[src/rtl/uart_recv.sv]
// uart_recv -- UART receiver, receive-side counterpart of the SoC UART
// transmitter. Synchronises the serial line, detects a start edge, samples
// each bit at its midpoint and reassembles an MSB-first word of 1..16 bits,
// with optional odd/even parity and 1..4 stop bits. Framing is latched at
// the start edge, so configuration changes mid-frame have no effect.
//
// Optional build macro: UART_RX_MAJORITY_EN -- each bit is the 2-of-3
// majority of three consecutive synchronised samples around the midpoint
// (start-bit check included); rx_done arrives one clock later.
//
// Ports:
//   clk, rstn      system clock, asynchronous active-low reset
//   bps_mode[2:0]  baud code (0/7:9600 1:19200 2:38400 3:115200 4:230400
//                  5:460800 6:921600)
//   data_num[3:0]  data bits minus 1
//   check_mode[1:0] parity: 01 odd, 10 even, 00/11 none
//   stop_num[1:0]  stop bits minus 1
//   uart_en        enables start detection
//   uart_rxd       asynchronous serial input, idle high
//   uart_rx_busy   frame in progress
//   rx_done        one-cycle pulse per completed frame
//   rx_data[15:0]  last word, right-justified, upper bits zero
//   parity_err     parity mismatch of last frame (held)
//   frame_err      a stop bit of last frame sampled 0 (held)
module uart_recv #(
  parameter int unsigned CLK_FREQ = 50000000
) (
  input  logic        clk,
  input  logic        rstn,
  input  logic [2:0]  bps_mode,
  input  logic [3:0]  data_num,
  input  logic [1:0]  check_mode,
  input  logic [1:0]  stop_num,
  input  logic        uart_en,
  input  logic        uart_rxd,
  output logic        uart_rx_busy,
  output logic        rx_done,
  output logic [15:0] rx_data,
  output logic        parity_err,
  output logic        frame_err
);

  typedef enum logic [2:0] {IDLE, START, DATA, PARITY, STOP} state_e;

  // Bit period is bit_cyc+1 clocks, matching the transmitter.
  function automatic logic [15:0] bit_cyc_of(input logic [2:0] code);
    case (code)
      3'd1:    return 16'(CLK_FREQ / 192 / 100);
      3'd2:    return 16'(CLK_FREQ / 384 / 100);
      3'd3:    return 16'(CLK_FREQ / 1152 / 100);
      3'd4:    return 16'(CLK_FREQ / 2304 / 100);
      3'd5:    return 16'(CLK_FREQ / 4608 / 100);
      3'd6:    return 16'(CLK_FREQ / 9216 / 100);
      default: return 16'(CLK_FREQ / 96 / 100);
    endcase
  endfunction

  state_e      state_q, state_d;
  logic        rxd_meta_q, rxd_s_q, rxd_prev_q;
  logic [15:0] cnt_q, cnt_d;
  logic [3:0]  bit_cnt_q, bit_cnt_d;
  logic [15:0] shreg_q, shreg_d;
  logic        par_flag_q, par_flag_d;
  logic        frm_flag_q, frm_flag_d;
  logic [2:0]  bps_q, bps_d;
  logic [3:0]  dnum_q, dnum_d;
  logic [1:0]  chk_q, chk_d;
  logic [1:0]  stop_q, stop_d;
  logic        rx_done_q, rx_done_d;
  logic [15:0] rx_data_q, rx_data_d;
  logic        parity_err_q, parity_err_d;
  logic        frame_err_q, frame_err_d;

  logic [15:0] bit_cyc, half, start_pt, mask, data_m;
  logic        fall, bit_s, par_en, exp_par, frm_next;

  assign bit_cyc = bit_cyc_of(bps_q);
  assign half    = bit_cyc >> 1;
  assign fall    = rxd_prev_q & ~rxd_s_q;
  assign mask    = 16'hFFFF >> (4'd15 - dnum_q);
  assign data_m  = shreg_q & mask;
  assign par_en  = (chk_q == 2'b01) || (chk_q == 2'b10);
  assign exp_par = (chk_q == 2'b01) ? ~^data_m : ^data_m;

`ifdef UART_RX_MAJORITY_EN
  logic rxd_prev2_q;
  // The start decision is taken one clock late (HALF+1) so the window covers
  // HALF-1..HALF+1; later decisions at bit_cyc inherit the same +1 offset.
  assign start_pt = half + 16'd1;
  assign bit_s    = (rxd_prev2_q & rxd_prev_q) | (rxd_prev2_q & rxd_s_q) |
                    (rxd_prev_q & rxd_s_q);
  always_ff @(posedge clk or negedge rstn) begin
    if (!rstn) rxd_prev2_q <= 1'b1;
    else       rxd_prev2_q <= rxd_prev_q;
  end
`else
  assign start_pt = half;
  assign bit_s    = rxd_s_q;
`endif

  assign frm_next = frm_flag_q | ~bit_s;

  always_comb begin
    state_d      = state_q;
    cnt_d        = (state_q == IDLE || cnt_q == bit_cyc) ? '0 : cnt_q + 16'd1;
    bit_cnt_d    = bit_cnt_q;
    shreg_d      = shreg_q;
    par_flag_d   = par_flag_q;
    frm_flag_d   = frm_flag_q;
    bps_d        = bps_q;
    dnum_d       = dnum_q;
    chk_d        = chk_q;
    stop_d       = stop_q;
    rx_done_d    = 1'b0;
    rx_data_d    = rx_data_q;
    parity_err_d = parity_err_q;
    frame_err_d  = frame_err_q;
    case (state_q)
      IDLE: if (uart_en && fall) begin
        state_d    = START;
        bps_d      = bps_mode;
        dnum_d     = data_num;
        chk_d      = check_mode;
        stop_d     = stop_num;
        shreg_d    = '0;
        par_flag_d = 1'b0;
        frm_flag_d = 1'b0;
      end
      START: if (cnt_q == start_pt) state_d = bit_s ? IDLE : DATA;
      DATA: if (cnt_q == bit_cyc) begin
        shreg_d = {shreg_q[14:0], bit_s};
        if (bit_cnt_q == dnum_q) state_d = par_en ? PARITY : STOP;
        else                     bit_cnt_d = bit_cnt_q + 4'd1;
      end
      PARITY: if (cnt_q == bit_cyc) begin
        if (bit_s != exp_par) par_flag_d = 1'b1;
        state_d = STOP;
      end
      STOP: if (cnt_q == bit_cyc) begin
        frm_flag_d = frm_next;
        if (bit_cnt_q == {2'b00, stop_q}) begin
          state_d      = IDLE;
          rx_done_d    = 1'b1;
          rx_data_d    = data_m;
          parity_err_d = par_flag_q;
          frame_err_d  = frm_next;
        end else begin
          bit_cnt_d = bit_cnt_q + 4'd1;
        end
      end
      default: state_d = IDLE;
    endcase
    if (state_d != state_q) begin
      cnt_d     = '0;
      bit_cnt_d = '0;
    end
  end

  always_ff @(posedge clk or negedge rstn) begin
    if (!rstn) begin
      state_q      <= IDLE;
      rxd_meta_q   <= 1'b1;
      rxd_s_q      <= 1'b1;
      rxd_prev_q   <= 1'b1;
      cnt_q        <= '0;
      bit_cnt_q    <= '0;
      shreg_q      <= '0;
      par_flag_q   <= 1'b0;
      frm_flag_q   <= 1'b0;
      bps_q        <= '0;
      dnum_q       <= '0;
      chk_q        <= '0;
      stop_q       <= '0;
      rx_done_q    <= 1'b0;
      rx_data_q    <= '0;
      parity_err_q <= 1'b0;
      frame_err_q  <= 1'b0;
    end else begin
      state_q      <= state_d;
      rxd_meta_q   <= uart_rxd;
      rxd_s_q      <= rxd_meta_q;
      rxd_prev_q   <= rxd_s_q;
      cnt_q        <= cnt_d;
      bit_cnt_q    <= bit_cnt_d;
      shreg_q      <= shreg_d;
      par_flag_q   <= par_flag_d;
      frm_flag_q   <= frm_flag_d;
      bps_q        <= bps_d;
      dnum_q       <= dnum_d;
      chk_q        <= chk_d;
      stop_q       <= stop_d;
      rx_done_q    <= rx_done_d;
      rx_data_q    <= rx_data_d;
      parity_err_q <= parity_err_d;
      frame_err_q  <= frame_err_d;
    end
  end

  assign uart_rx_busy = (state_q != IDLE);
  assign rx_done      = rx_done_q;
  assign rx_data      = rx_data_q;
  assign parity_err   = parity_err_q;
  assign frame_err    = frame_err_q;

endmodule

[config.mk]
export PLATFORM = sky130hd
export DESIGN_NAME = uart_recv
export DESIGN_NICKNAME = d
export VERILOG_FILES = /design/src/rtl/uart_recv.sv
export SDC_FILE = /design/constraint.sdc
export NUM_CORES = 1
export LEC_CHECK = 0
export CAP_MARGIN = 20
export CORE_ASPECT_RATIO = 1.4
export CORE_UTILIZATION = 40
export DETAILED_ROUTE_END_ITERATION = 6
export PLACE_DENSITY = 0.67
export SLEW_MARGIN = 10
export SYNTH_ARGS = -nofsm -noshare
export SYNTH_HDL_FRONTEND = slang
export SYNTH_SLANG_ARGS = --single-unit
[constraint.sdc]
create_clock -name clk -period 5.4 [get_ports clk]
set_input_delay 1.08 -clock clk [delete_from_list [all_inputs] [get_ports clk]]
set_output_delay 1.08 -clock clk [all_outputs]
set_load 0.05 [all_outputs]
Figure 1. Cell outlines without signal wires.
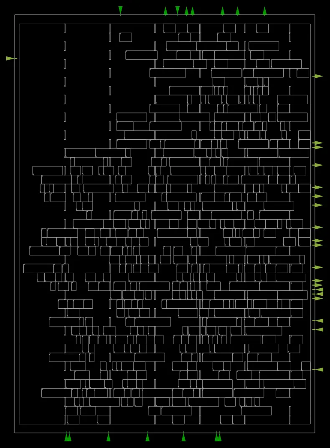
Non-Filler Instances: 643
# Taps: 141

Figure 2. I/O nets highlighted.
Scale: 2 px per micron.
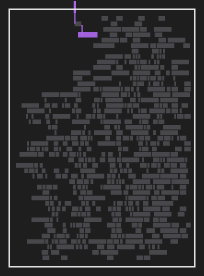
port	color	bits	direction	edge	end cells	buffers	wire
uart_rxd	purple	1	input	top	1	1	11.5 microns

==> impl_metrics.py <==
# Flow results
metrics = {
    "hold_path": {
        "whs_endpoint": "bit_s",
        "min-delay-start": "rxd_meta_q",
    },
    "global_route": {
        "grt_max_degree": 75,
        "grtUsageTotal_pct": 19.0,
        "busiest_layer": "met2",
        "use_met1_pct": 21.8,
        "grt_pass1_vias": 3511,
        "use_met3_pct": 3.08,
    },
    "placement": {
        "finalWeightedCongestion": 0.891,
        "dp_hpwl_microns": 7520,
    },
    "synthesis": {
        "synthDistinctLibCells": 65,
        "synthTopCellsByArea": "dfrtp_1, mux2i_1, mux2_2",
        "ys_warn_count": 0,
        "synthCells": 477,
        "common_cells": "dfrtp_1, nor2_1, inv_1, nand2_1, mux2i_1",
        "synth_nets": 500,
    },
    "critical_path": {
        "startpoint_type": "flip-flop",
        "reg2reg_slack_ps": 1670,
        "critPathRequiredTime_ps": 5610,
        "crit_start": "bps_q[0]",
        "path_delay_family": "simple AND/OR/NAND/NOR gates",
        "slowest_stage": "nor3_4",
        "rr_startpoint": "bps_q[0]",
        "cp_cell_sequence": "inv_1 -> ha_1 -> or4b_1 -> o21ai_0 -> xor2_1 -> nor3_1 -> nand4b_1 -> nor3_4 -> mux2_2",
        "timing.rr.end": "rx_data[9]",
    },
    "final_timing": {
        "slew_viol_final": 0,
        "post-route-min-period_ps": 3730,
        "timing.fmax_ghz": 0.268,
        "fin_hold_ws_ps": 363,
    },
    "clock_network": {
        "cts-htree-levels": 3,
        "clock_latency_ps": 330,
        "postCtsSetupBuffers": 0,
    },
    "power_and_ir_drop": {
        "leakagePower_nw": 2.46,
        "intPower_mw": 1.03,
    },
    "routing": {
        "final_antenna_net_count": 0,
        "wire_per_inst_microns": 16.2,
        "vias_per_cell": 5.46,
        "met1Wirelength_microns": 4290,
    },
    "floorplan": {
        "core_area_sq_um": 10900,
        "initial_utilization_pct": 41.5,
    },
    "job": {
        "warnings": 30,
    },
    "layout": {
        "inverters": 34,
        "sh_comb_area_pct": 45.6,
        "flops": 74,
    },
    "status": {
        "status": "finished clean",
    },
}
## placed cells by master, fill, tap and decap left out, types with 4 or more instances in the layout
| cell type | n |
|---|---|
| dfrtp_1 | 71 |
| nor2_1 | 38 |
| inv_1 | 34 |
| clkdlybuf4s50_1 | 33 |
| nand2_1 | 32 |
| mux2i_1 | 28 |
| xnor2_1 | 22 |
| xor2_1 | 21 |
| o21ai_0 | 20 |
| mux2_2 | 19 |
| nand3_1 | 18 |
| a21oi_1 | 14 |
| nand4_1 | 12 |
| nor3_1 | 11 |
| and3_1 | 9 |
| clkbuf_16 | 9 |
| nor2b_1 | 8 |
| and2_1 | 8 |
| ha_1 | 8 |
| nand2b_1 | 7 |
| o211ai_1 | 6 |
| or3_1 | 4 |
| or4_1 | 4 |
## through the flow
stage / instances / total power, mW / utilization [%] / cell area [sq um]
after detailed placement: 625 / 0.593 / 45.0 / 4910
final: 643 / 1.28 / 48.3 / 5280
after global placement: 625 / 0.592 / 45.0 / 4910
after CTS: 641 / 1.29 / 48.1 / 5260
after global routing: 643 / 1.32 / 48.3 / 5280
after floorplan: 477 / 0.570 / - / 4530
## kinds of logic after synthesis
group / Yosys count / share of synthesized area [%]
xor+xnor: 44 / 8.80
simple gates: 173 / 20.8
buf+inv: 62 / 6.13
mux: 48 / 11.1
fa+ha+maj: 8 / 2.21
flops: 74 / 40.9
compound gates: 68 / 10.0
## power by group through the flow
stage,Clock [mW],Sequential [mW],Combinational [mW]
6_report,0.697,0.558,0.0236
5_1_grt,0.732,0.558,0.0269
4_1_cts,0.710,0.558,0.0248
3_5_place_dp,0,0.568,0.0247
3_3_place_gp,0,0.568,0.0243
2_1_floorplan,0,0.567,0.00328
Power figures rest on the tool's default switching activity, not on a simulated workload.
